[src/rtl/bus_source_arbiter.sv]
// -----------------------------------------------------------------------------
// bus_source_arbiter
//
// Round-robin arbiter that moves one of four 8-bit source registers onto a
// shared, registered bus. A winner is latched into bus_out and held stable
// until the consumer acknowledges it (bus_ack) or until the wait limit
// TIMEOUT expires. On an abort, the sticky flag timeout_err is set.
// Completion can re-grant on the same edge, which gives one transfer per
// cycle when acks arrive back to back.
//
// Ports
//   clk          : sole clock, rising edge
//   clear        : synchronous active-high reset
//   req[3:0]     : level-sensitive request, bit i = source i
//   src_data0..3 : source register contents
//   bus_ack      : consumer loaded bus_out this cycle (ignored when idle)
//   bus_out[7:0] : registered bus data
//   bus_valid    : bus_out holds a granted source's data
//   grant[3:0]   : one-hot registered grant, zero when idle
//   timeout_err  : sticky abort flag, cleared only by clear
// -----------------------------------------------------------------------------
module bus_source_arbiter #(
    parameter int unsigned TIMEOUT = 15   // legal range 1..255
) (
    input  logic       clk,
    input  logic       clear,
    input  logic [3:0] req,
    input  logic [7:0] src_data0,
    input  logic [7:0] src_data1,
    input  logic [7:0] src_data2,
    input  logic [7:0] src_data3,
    input  logic       bus_ack,
    output logic [7:0] bus_out,
    output logic       bus_valid,
    output logic [3:0] grant,
    output logic       timeout_err
);

    typedef enum logic {IDLE, DRIVE} state_t;

    // Value the wait counter holds during the last DRIVE cycle allowed.
    localparam logic [7:0] CNT_LAST = 8'(TIMEOUT - 1);

    state_t     state_q, state_d;
    logic [1:0] ptr_q, ptr_d;
    logic [1:0] win_q, win_d;
    logic [7:0] cnt_q, cnt_d;
    logic [7:0] bus_out_q, bus_out_d;
    logic [3:0] grant_q, grant_d;
    logic       valid_q, valid_d;
    logic       terr_q, terr_d;

    logic [1:0] pick;
    logic [1:0] ptr_next;

    // First requesting index in the order p, p+1, p+2, p+3 (mod 4).
    // Scanning from the far end down lets the closest hit overwrite.
    function automatic logic [1:0] rr_pick(input logic [3:0] r, input logic [1:0] p);
        logic [1:0] sel;
        logic [1:0] idx;
        sel = p;
        for (int i = 3; i >= 0; i--) begin
            idx = p + 2'(i);
            if (r[idx]) sel = idx;
        end
        return sel;
    endfunction

    function automatic logic [7:0] src_sel(input logic [1:0] s,
                                           input logic [7:0] d0, input logic [7:0] d1,
                                           input logic [7:0] d2, input logic [7:0] d3);
        logic [7:0] v;
        case (s)
            2'd0:    v = d0;
            2'd1:    v = d1;
            2'd2:    v = d2;
            default: v = d3;
        endcase
        return v;
    endfunction

    always_comb begin
        state_d   = state_q;
        ptr_d     = ptr_q;
        win_d     = win_q;
        cnt_d     = cnt_q;
        bus_out_d = bus_out_q;
        grant_d   = grant_q;
        valid_d   = valid_q;
        terr_d    = terr_q;
        ptr_next  = win_q + 2'd1;
        pick      = rr_pick(req, ptr_q);

        case (state_q)
            IDLE: begin
                valid_d = 1'b0;
                grant_d = 4'b0000;
                if (req != 4'b0000) begin
                    win_d     = pick;
                    bus_out_d = src_sel(pick, src_data0, src_data1, src_data2, src_data3);
                    grant_d   = 4'b0001 << pick;
                    valid_d   = 1'b1;
                    cnt_d     = 8'd0;
                    state_d   = DRIVE;
                end
            end
            DRIVE: begin
                if (bus_ack) begin
                    // Searching from winner+1 puts the just-served source last,
                    // so it is re-granted only when nobody else is requesting.
                    ptr_d = ptr_next;
                    pick  = rr_pick(req, ptr_next);
                    if (req != 4'b0000) begin
                        win_d     = pick;
                        bus_out_d = src_sel(pick, src_data0, src_data1, src_data2, src_data3);
                        grant_d   = 4'b0001 << pick;
                        valid_d   = 1'b1;
                        cnt_d     = 8'd0;
                    end else begin
                        valid_d = 1'b0;
                        grant_d = 4'b0000;
                        state_d = IDLE;
                    end
                end else if (cnt_q >= CNT_LAST) begin
                    terr_d  = 1'b1;
                    ptr_d   = ptr_next;
                    valid_d = 1'b0;
                    grant_d = 4'b0000;
                    state_d = IDLE;
                end else begin
                    cnt_d = cnt_q + 8'd1;
                end
            end
            default: state_d = IDLE;
        endcase
    end

    always_ff @(posedge clk) begin
        if (clear) begin
            state_q   <= IDLE;
            ptr_q     <= 2'd0;
            win_q     <= 2'd0;
            cnt_q     <= 8'd0;
            bus_out_q <= 8'h00;
            grant_q   <= 4'b0000;
            valid_q   <= 1'b0;
            terr_q    <= 1'b0;
        end else begin
            state_q   <= state_d;
            ptr_q     <= ptr_d;
            win_q     <= win_d;
            cnt_q     <= cnt_d;
            bus_out_q <= bus_out_d;
            grant_q   <= grant_d;
            valid_q   <= valid_d;
            terr_q    <= terr_d;
        end
    end

    assign bus_out     = bus_out_q;
    assign bus_valid   = valid_q;
    assign grant       = grant_q;
    assign timeout_err = terr_q;

endmodule

[config.mk]
export PLATFORM = sky130hd
export DESIGN_NAME = bus_source_arbiter
export DESIGN_NICKNAME = d
export VERILOG_FILES = /design/src/rtl/bus_source_arbiter.sv
export SDC_FILE = /design/constraint.sdc
export NUM_CORES = 1
export LEC_CHECK = 0
export CORE_MARGIN = 10
export CORE_UTILIZATION = 35
export DETAILED_ROUTE_END_ITERATION = 8
export GPL_ROUTABILITY_DRIVEN = 1
export HOLD_SLACK_MARGIN = 0.06
export PLACE_DENSITY = 0.66
export SYNTH_ARGS = -nofsm -noshare
export SYNTH_HDL_FRONTEND = slang
export SYNTH_SLANG_ARGS = --single-unit
export TNS_END_PERCENT = 30
[constraint.sdc]
create_clock -name clk -period 2.9 [get_ports clk]
set_clock_uncertainty 0.15 [all_clocks]
set_input_delay 0.435 -clock clk [delete_from_list [all_inputs] [get_ports clk]]
set_output_delay 0.435 -clock clk [all_outputs]
set_load 0.03 [all_outputs]
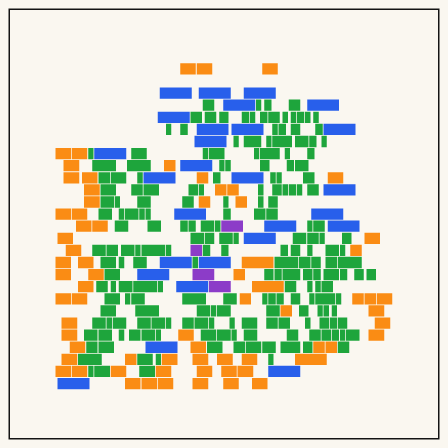
**Above:** placement by cell class.
legend:
  clock drivers and dummy loads:
    color: purple
    cells: 4
  remaining buffers and delay cells:
    color: orange
    cells: 70
  combinational and other logic:
    color: green
    cells: 205
  sequential cells:
    color: blue
    cells: 27

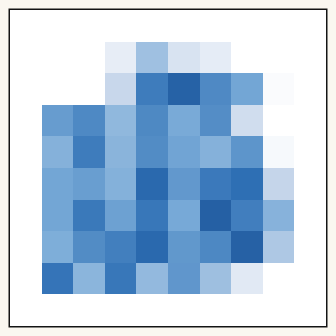
**Above:** local utilization.
10 x 10 tiles, from white (low) to dark blue (high), 0 to 100% covered.
emptiest ninth of the die: north-west
nearly empty tiles: 44%
tiles over 75% full: 5.0%
densest ninth of the die: center
fullest tile: 81%

==> run notes <==
run results: grt ovf=0, vias post-DR=approximately 2100, Tot GR Track Use=0.137, Psw=between 400 and 500 µW, r2r worst-path depth=5, Post-CTS Resized=0, Max-area cell class=multi-input combinational cells, Port Buf Inserts=between 50 and 60, EDFF count, synth=0, fraction of area in registers=0.195, registers=27, Max Fclk=~400 MHz, CTS buffer count=3, hpwl dp=about 4.6 mm, CTS tree=yes, CTS clock-pin slew for the worst setup and hold paths=100 ps, initial antenna violation count=0, power density over the cells=415 nW/µm², RSZ-0062 raised after global routing=no, inverters=14, vias per cell=about 5.6, Worst Setup End Kind=flop, instance area at placement=approximately 2700 µm², CP max-delay cell=clkdlybuf4s50_1, routed wire length per instance=around 16 µm, clock root buffer=clkbuf_8, Hold Crit Depth=2, synth warn=0, Chip Area, Yosys=between 2000 and 2500 µm², Tightest Pin Transition=531 ps, CP arrival=about 2500 ps, Setup CP Type=in2reg, final cell count without fillers=approximately 380, antenna cells=0, min cycle time layout=approximately 2500 ps, outcome=complete, no violations, worst slack at placement=about 130 ps, final setup TNS=0 ps, final hold vios=0, ys flop type=dfxtp_1, worst hold slack=313 ps, Die H=96.2 µm, Die ar.=between 9000 and 10000 µm², Comb gates=around 190, Peak VDD IR=230 µV, CP Launch Type=input pin
[layout by cell type, fill, tap and decap left out, types with 2 or more instances in the layout]
| cell type | count |
|---|---|
| a211o_1 | 9 |
| a211oi_1 | 6 |
| a21o_1 | 10 |
| a21oi_1 | 9 |
| a311oi_2 | 8 |
| a31o_2 | 8 |
| buf_12 | 3 |
| buf_4 | 15 |
| clkbuf_8 | 3 |
| clkdlybuf4s50_1 | 52 |
| dfxtp_1 | 27 |
| ha_1 | 2 |
| inv_1 | 14 |
| mux2i_1 | 17 |
| nand2_1 | 11 |
| nand3_1 | 4 |
| nand3b_1 | 2 |
| nor2_1 | 39 |
| nor2b_1 | 10 |
| nor3_1 | 2 |
| nor3b_1 | 4 |
| nor4_1 | 3 |
| o211ai_1 | 2 |
| o21a_1 | 4 |
| o21ai_0 | 10 |
| o221ai_1 | 8 |
| o22ai_1 | 2 |
[logic make-up (layout without fill, tap and decap cells)]
group,after synthesis,in the layout,synth area share
compound gates,88,88,0.360
fa+ha+maj,2,2,0.0123
buf+inv,34,88,0.0739
simple gates,82,82,0.195
xor+xnor,1,1,0.00431
mux,18,18,0.0893
flops,27,27,0.266
[metal layers]
| metal | vias to the layer above | track usage | part of all wire |
|---|---|---|---|
| met1 | 982 | 0.177 | 0.48 |
| met3 | 4 | 0.0436 | 0.072 |
| met2 | 57 | 0.216 | 0.44 |
| met5 | - | 0 | 0 |
| met4 | 0 | 0.0295 | 0.0072 |
| li1 | 1057 | - | - |
[worst max path at each step]
stage | start | endpoint | slack [ps] | depth (start not counted)
floorplan | req[3] | bus_out[0] | 770 | 7
global route | req[3] | bus_out[5] | 270 | 8
finish | req[3] | bus_out[7] | 410 | 7
detailed placement | req[3] | bus_out[7] | 130 | 7
CTS | req[3] | bus_out[7] | 430 | 7
global placement | req[3] | bus_out[1] | 170 | 7
Power figures rest on the tool's default switching activity, not on a simulated workload.
